==> config.mk <==
export PLATFORM = sky130hd
export DESIGN_NAME = insn_encoder_loader
export DESIGN_NICKNAME = d
export VERILOG_FILES = /design/src/rtl/insn_encoder_loader.sv
export SDC_FILE = /design/constraint.sdc
export NUM_CORES = 1
export LEC_CHECK = 0
export CORE_ASPECT_RATIO = 2
export CORE_MARGIN = 3
export CORE_UTILIZATION = 23
export CTS_BUF_LIST = sky130_fd_sc_hd__clkbuf_4
export DETAILED_ROUTE_END_ITERATION = 8
export GPL_TIMING_DRIVEN = 0
export PLACE_DENSITY_LB_ADDON = 0.08
export REMOVE_ABC_BUFFERS = 1
export SYNTH_ARGS = -nofsm -noshare
export SYNTH_HDL_FRONTEND = slang
export SYNTH_SLANG_ARGS = --single-unit
==> constraint.sdc <==
create_clock -name clk -period 2.2 [get_ports clk]
set_input_delay 0.22 -clock clk [delete_from_list [all_inputs] [get_ports clk]]
set_output_delay 0.22 -clock clk [all_outputs]
set_load 0.1 [all_outputs]
==> src/rtl/insn_encoder_loader.sv <==
// insn_encoder_loader
//
// Turns instruction field tuples into 16-bit Simple RISC Machine words and
// writes them one after another into instruction RAM through a single write
// port. The bit layout is the one the CPU decoder extracts:
//   [15:13] opcode, [12:11] op, [10:8] Rn, [7:5] Rd, [4:3] sh, [2:0] Rm
//
// Handshake: a tuple is accepted on a rising clock edge when in_valid and
// in_ready are both high. Inputs are sampled only at acceptance. The producer
// may hold in_valid; in_ready drops for the write cycle, so the best rate is
// one word every two cycles.
//
// Ports:
//   clk, rst_n       clock, asynchronous active-low reset
//   restart          synchronous return to IDLE, counters and err cleared
//   in_valid/ready   tuple handshake
//   mnem,rn,rd,rm,sh,imm   instruction fields (mnem 9..15 illegal)
//   mem_wr_en        one-cycle write strobe per word
//   mem_addr         write address (BASE_ADDR + count, wraps at ADDR_W)
//   mem_wdata        encoded word, held while mem_wr_en is low
//   count            words written since reset/restart
//   err              sticky: a tuple was rejected
//   done             HALT written or DEPTH words written
module insn_encoder_loader #(
    parameter int ADDR_W    = 8,
    parameter int BASE_ADDR = 0,
    parameter int DEPTH     = 256
) (
    input  logic              clk,
    input  logic              rst_n,
    input  logic              restart,
    input  logic              in_valid,
    output logic              in_ready,
    input  logic [3:0]        mnem,
    input  logic [2:0]        rn,
    input  logic [2:0]        rd,
    input  logic [2:0]        rm,
    input  logic [1:0]        sh,
    input  logic [7:0]        imm,
    output logic              mem_wr_en,
    output logic [ADDR_W-1:0] mem_addr,
    output logic [15:0]       mem_wdata,
    output logic [ADDR_W:0]   count,
    output logic              err,
    output logic              done
);

    localparam logic [ADDR_W-1:0] BASE_C  = ADDR_W'(BASE_ADDR);
    localparam logic [ADDR_W:0]   DEPTH_C = (ADDR_W + 1)'(DEPTH);

    typedef enum logic [1:0] {
        S_IDLE  = 2'd0,
        S_WRITE = 2'd1,
        S_DONE  = 2'd2
    } state_t;

    state_t              state_q, state_d;
    logic [ADDR_W-1:0]   addr_q, addr_d;
    logic [ADDR_W:0]     count_q, count_d;
    logic [15:0]         wdata_q, wdata_d;
    logic                err_q, err_d;
    logic                done_q, done_d;

    logic [15:0]         enc_word;
    logic                enc_legal;
    logic                imm5_ok;

    // Field encoder. Fields a mnemonic does not use are forced to zero.
    always_comb begin
        // imm5 is a signed 5-bit value carried in an 8-bit field: the upper
        // three bits must be copies of bit 4.
        imm5_ok   = (imm[7:5] == {3{imm[4]}});
        enc_word  = 16'h0000;
        enc_legal = 1'b1;
        case (mnem)
            4'd0: enc_word = {3'b110, 2'b10, rn, imm};
            4'd1: enc_word = {3'b110, 2'b00, 3'b000, rd, sh, rm};
            4'd2: enc_word = {3'b101, 2'b00, rn, rd, sh, rm};
            4'd3: enc_word = {3'b101, 2'b01, rn, 3'b000, sh, rm};
            4'd4: enc_word = {3'b101, 2'b10, rn, rd, sh, rm};
            4'd5: enc_word = {3'b101, 2'b11, 3'b000, rd, sh, rm};
            4'd6: begin
                enc_word  = {3'b011, 2'b00, rn, rd, imm[4:0]};
                enc_legal = imm5_ok;
            end
            4'd7: begin
                enc_word  = {3'b100, 2'b00, rn, rd, imm[4:0]};
                enc_legal = imm5_ok;
            end
            4'd8: enc_word = {3'b111, 13'b0};
            default: enc_legal = 1'b0;
        endcase
    end

    // Next-state logic.
    always_comb begin
        state_d = state_q;
        addr_d  = addr_q;
        count_d = count_q;
        wdata_d = wdata_q;
        err_d   = err_q;
        done_d  = done_q;
        case (state_q)
            S_IDLE: begin
                if (in_valid) begin
                    if (enc_legal) begin
                        wdata_d = enc_word;
                        state_d = S_WRITE;
                    end else begin
                        err_d = 1'b1;
                    end
                end
            end
            S_WRITE: begin
                addr_d  = addr_q + 1'b1;
                count_d = count_q + 1'b1;
                // Opcode 111 is only ever produced by HALT.
                if (wdata_q[15:13] == 3'b111 || count_d == DEPTH_C) begin
                    state_d = S_DONE;
                    done_d  = 1'b1;
                end else begin
                    state_d = S_IDLE;
                end
            end
            S_DONE: begin
                state_d = S_DONE;
            end
            default: state_d = S_IDLE;
        endcase
        // restart overrides everything; a strobe already on the port this
        // cycle still completes because mem_wr_en comes from state_q.
        if (restart) begin
            state_d = S_IDLE;
            addr_d  = BASE_C;
            count_d = '0;
            err_d   = 1'b0;
            done_d  = 1'b0;
        end
    end

    always_ff @(posedge clk or negedge rst_n) begin
        if (!rst_n) begin
            state_q <= S_IDLE;
            addr_q  <= BASE_C;
            count_q <= '0;
            wdata_q <= 16'h0000;
            err_q   <= 1'b0;
            done_q  <= 1'b0;
        end else begin
            state_q <= state_d;
            addr_q  <= addr_d;
            count_q <= count_d;
            wdata_q <= wdata_d;
            err_q   <= err_d;
            done_q  <= done_d;
        end
    end

    assign in_ready  = (state_q == S_IDLE);
    assign mem_wr_en = (state_q == S_WRITE);
    assign mem_addr  = addr_q;
    assign mem_wdata = wdata_q;
    assign count     = count_q;
    assign err       = err_q;
    assign done      = done_q;

endmodule

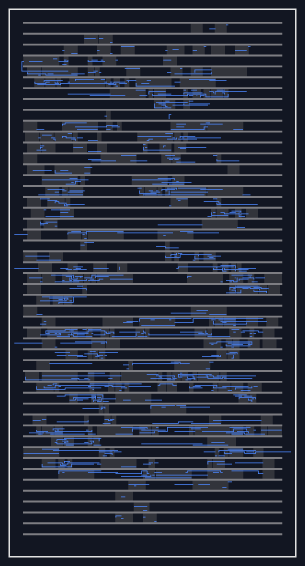
*Signal wires on met1, run 1*
Scale: 4 px per µm. Supply wires on this layer in gray.
nets with wire on the layer	246
longest straight run	19.8 µm
share of all routed wire	38%
wire length on this layer	2030 µm
routed wire length: 5.299 mm
met1 global-route usage: 12.21%
vias: 1682

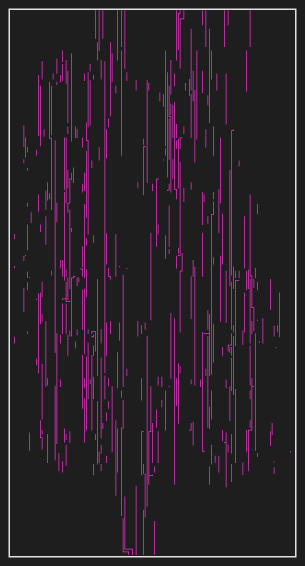
*Metal 2, run 1*
Scale: 4 px per µm.
nets with wire on the layer	243
share of all routed wire	54%
wire length on this layer	2840 µm

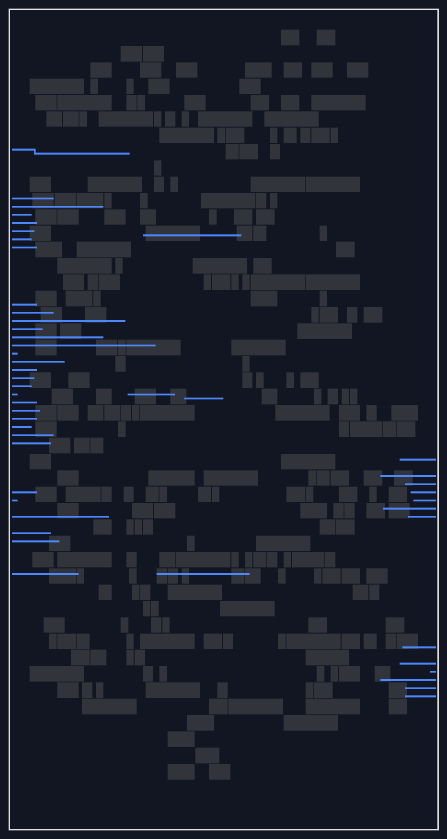
*Metal 3, run 1*
Scale: 6 px per µm.
wire length on this layer	340 µm
main direction	horizontal
share of all routed wire	6.4%

==> notes.md, run 1 <==
run metrics: status completed, post-placement cell area 2663 µm², yosys cell count 206, met2 usage 21.00%, inverter count 3, Top class by area logic gates, xor+xnor area frac 8.498%, clk latency late pin 0.35 ns, count of final max-slew check failures 0, # IOs 64, Clock Sinks 37, Dominant flop cell dfrtp_1, largest net degree at the start of global routing 35, final setup TNS 0 ns, Met2 Wirelength 2.835 mm, Slew @ Worst Pin 1.005 ns, Switching Fraction 43.98%, worst flop-to-flop path startpoint count[0], highest metal used met4, Yosys warnings 0, slowest stage delay, CP 1.15 ns, Flops after synth 37, Critical Path Start Type flop, Comb power 0.699 mW, Reg area 925.9 µm², AO/OA Area Share 15.08%, Final nets 296, fmax 471.8 MHz, Reg2Reg Setup Slack 0.17 ns, CP top delay family buffers and inverters, Setup WS post-layout 0.08054 ns, Leakage 1.227 nW, most common logic cells in the final layout clkdlybuf4s50_1, dfrtp_1, nand2_1, Power Dens Cells 667.1 nW/µm², hold_buf cts 1, Commonest Layout Cell clkdlybuf4s50_1, top cell type by instance count after synthesis dfrtp_1, maximum vdd drop 0.4007 mV, Worst path depth 1, Post-Syn Area per Cell 9.505 µm², Worst Path Max Fanout 3, sequential share of cell area 33.94%, Cells after Synth 206, Seq pwr share 42.3%, power in the clock group 0.351 mW, Ant. Diodes 0, sequential power 0.769 mW, seq_cells 37, critical path, cell by cell clkdlybuf4s50_1, Cell area leaders dfrtp_1, nand2_1, nor2_1, share of the synthesized area in the top cell type 47.28%, CTS H-tree depth 2, path depth of the worst reg2reg path 6, Hold Worst Slack 0.2070 ns, Plain + repair buffers 65, yosys adder share 1.917%, Chip Area, Yosys 1958 µm², Num CTS Buffers 5, FFs w/ async S/R, synth 100.0%, post-synth design cell area 1958 µm², worst setup path startpoint mem_addr[6], post-CTS setup buffers 0, initial antenna violation count 0, DR WL met3 340 µm, average via count per standard cell 4.608, number of enable flip-flop cells 0, crit path to mem_addr[6], Worst-path clk slew 0.12 ns, Comb/total area 35.18%, Setup Skew 0.007058 ns, Comb gates 154, Chip Area 9724 µm², post_cts resized 21, drt drc 0, met3 GRT Util 3.162%, gr ovfl total 0, Design Area, Final 2728 µm², buffers added on ports 63, Comb area 959.7 µm², Post-Place Cells 356, Place WS -0.3600 ns, HPWL Detailed 3.981 mm, Post-Synth Simple-Gate Area 20.32%, Routed met1 length 2.027 mm, share of cells above drive strength 1 8.614%, FILL cells 850, Power Total 1.819 mW, top power group registers, mux frac, synth 3.067%, Iter 0 DRT Violations 41, Synth Seq Share 47.28%, CTS root buf clkbuf_4, combinational share of power 38.4%, die width 71.25 µm, r2r endpoint state_q[1], worst min path class input port to async pin, Critical-path top delay cell clkdlybuf4s50_1, Max-slew headroom 32.78%, Routed WL per cell 14.52 µm, clock network area share 1.835%, Max-cap violations 0, DRT antenna net count 0, crit end category output port, RSZ-0062 raised after global routing false, Die Y 136.5 µm, CTS tree yes, Int Pwr 1.019 mW, NonClk Buf Share 23.99%, Post-synth top cells dfrtp_1, nand2_1, nor2_1, gr usage total 11.48%, Distinct lib cells used 41, vias in the first global route 1729
==> run 1 -> run 2 <==
--- a/config.mk
+++ b/config.mk
@@ -10,6 +10,7 @@
 export CORE_UTILIZATION = 23
 export CTS_BUF_LIST = sky130_fd_sc_hd__clkbuf_4
 export DETAILED_ROUTE_END_ITERATION = 8
+export GPL_ROUTABILITY_DRIVEN = 0
 export GPL_TIMING_DRIVEN = 0
 export PLACE_DENSITY_LB_ADDON = 0.08
 export REMOVE_ABC_BUFFERS = 1
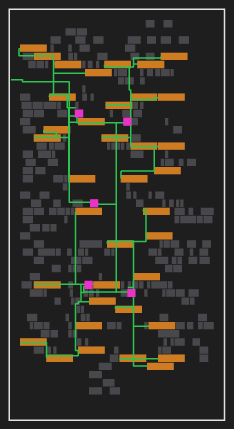
*Clock wires, drivers and flops, run 2*
Scale: 3 px per µm.
[orange] flip-flops | count: 37
[magenta] clock drivers | count: 5
[green] clock wires | length: 575 µm
routed clock nets	6
Clk network pwr share: 19.3%
power in the clock group: 0.351 mW
clk latency late pin: 0.35 ns

==> notes.md, run 2 <==
run metrics: Dominant flop cell dfrtp_1, met2 usage 21.00%, met3 GRT Util 3.162%, Num CTS Buffers 5, Worst-path clk slew 0.12 ns, gr ovfl total 0, FFs w/ async S/R, synth 100.0%, Switching Fraction 43.98%, DRT antenna net count 0, sequential power 0.769 mW, yosys adder share 1.917%, Setup Skew 0.007058 ns, number of enable flip-flop cells 0, Power Total 1.819 mW, Comb area 959.7 µm², top cell type by instance count after synthesis dfrtp_1, share of the synthesized area in the top cell type 47.28%, Critical-path top delay cell clkdlybuf4s50_1, Max-cap violations 0, fmax 471.8 MHz, Comb/total area 35.18%, Post-Syn Area per Cell 9.505 µm², Plain + repair buffers 65, mux frac, synth 3.067%, gr usage total 11.48%, Critical Path Start Type flop, post-synth design cell area 1958 µm², Post-Synth Simple-Gate Area 20.32%, routed wire length 5.299 mm, highest metal used met4, Final nets 296, Reg2Reg Setup Slack 0.17 ns, r2r endpoint state_q[1], clock network area share 1.835%, Iter 0 DRT Violations 41, # IOs 64, yosys cell count 206, initial antenna violation count 0, Slew @ Worst Pin 1.005 ns, Routed WL per cell 14.52 µm, Hold Worst Slack 0.2070 ns, Cell area leaders dfrtp_1, nand2_1, nor2_1, Routed met1 length 2.027 mm, xor+xnor area frac 8.498%, path depth of the worst reg2reg path 6, top power group registers, Die Y 136.5 µm, buffers added on ports 63, CP top delay family buffers and inverters, Worst Path Max Fanout 3, largest net degree at the start of global routing 35, die width 71.25 µm, Distinct lib cells used 41, Synth Seq Share 47.28%, most common logic cells in the final layout clkdlybuf4s50_1, dfrtp_1, nand2_1, drt drc 0, post_cts resized 21, Comb power 0.699 mW, slowest stage delay, CP 1.15 ns, DR WL met3 340 µm, AO/OA Area Share 15.08%, Comb gates 154, seq_cells 37, status completed, Chip Area 9724 µm², hold_buf cts 1, NonClk Buf Share 23.99%, sequential share of cell area 33.94%, average via count per standard cell 4.608, Post-synth top cells dfrtp_1, nand2_1, nor2_1, worst setup path startpoint mem_addr[6], Cells after Synth 206, Commonest Layout Cell clkdlybuf4s50_1, Int Pwr 1.019 mW, post-placement cell area 2663 µm², met1 global-route usage 12.21%, Top class by area logic gates, Ant. Diodes 0, worst min path class input port to async pin, Worst path depth 1, share of cells above drive strength 1 8.614%, Clock Sinks 37, maximum vdd drop 0.4007 mV, Met2 Wirelength 2.835 mm, Max-slew headroom 32.78%, crit end category output port, RSZ-0062 raised after global routing false, final setup TNS 0 ns, FILL cells 850, worst flop-to-flop path startpoint count[0], Chip Area, Yosys 1958 µm², Setup WS post-layout 0.08054 ns, CTS root buf clkbuf_4
Power is estimated from default activity; no workload was simulated.
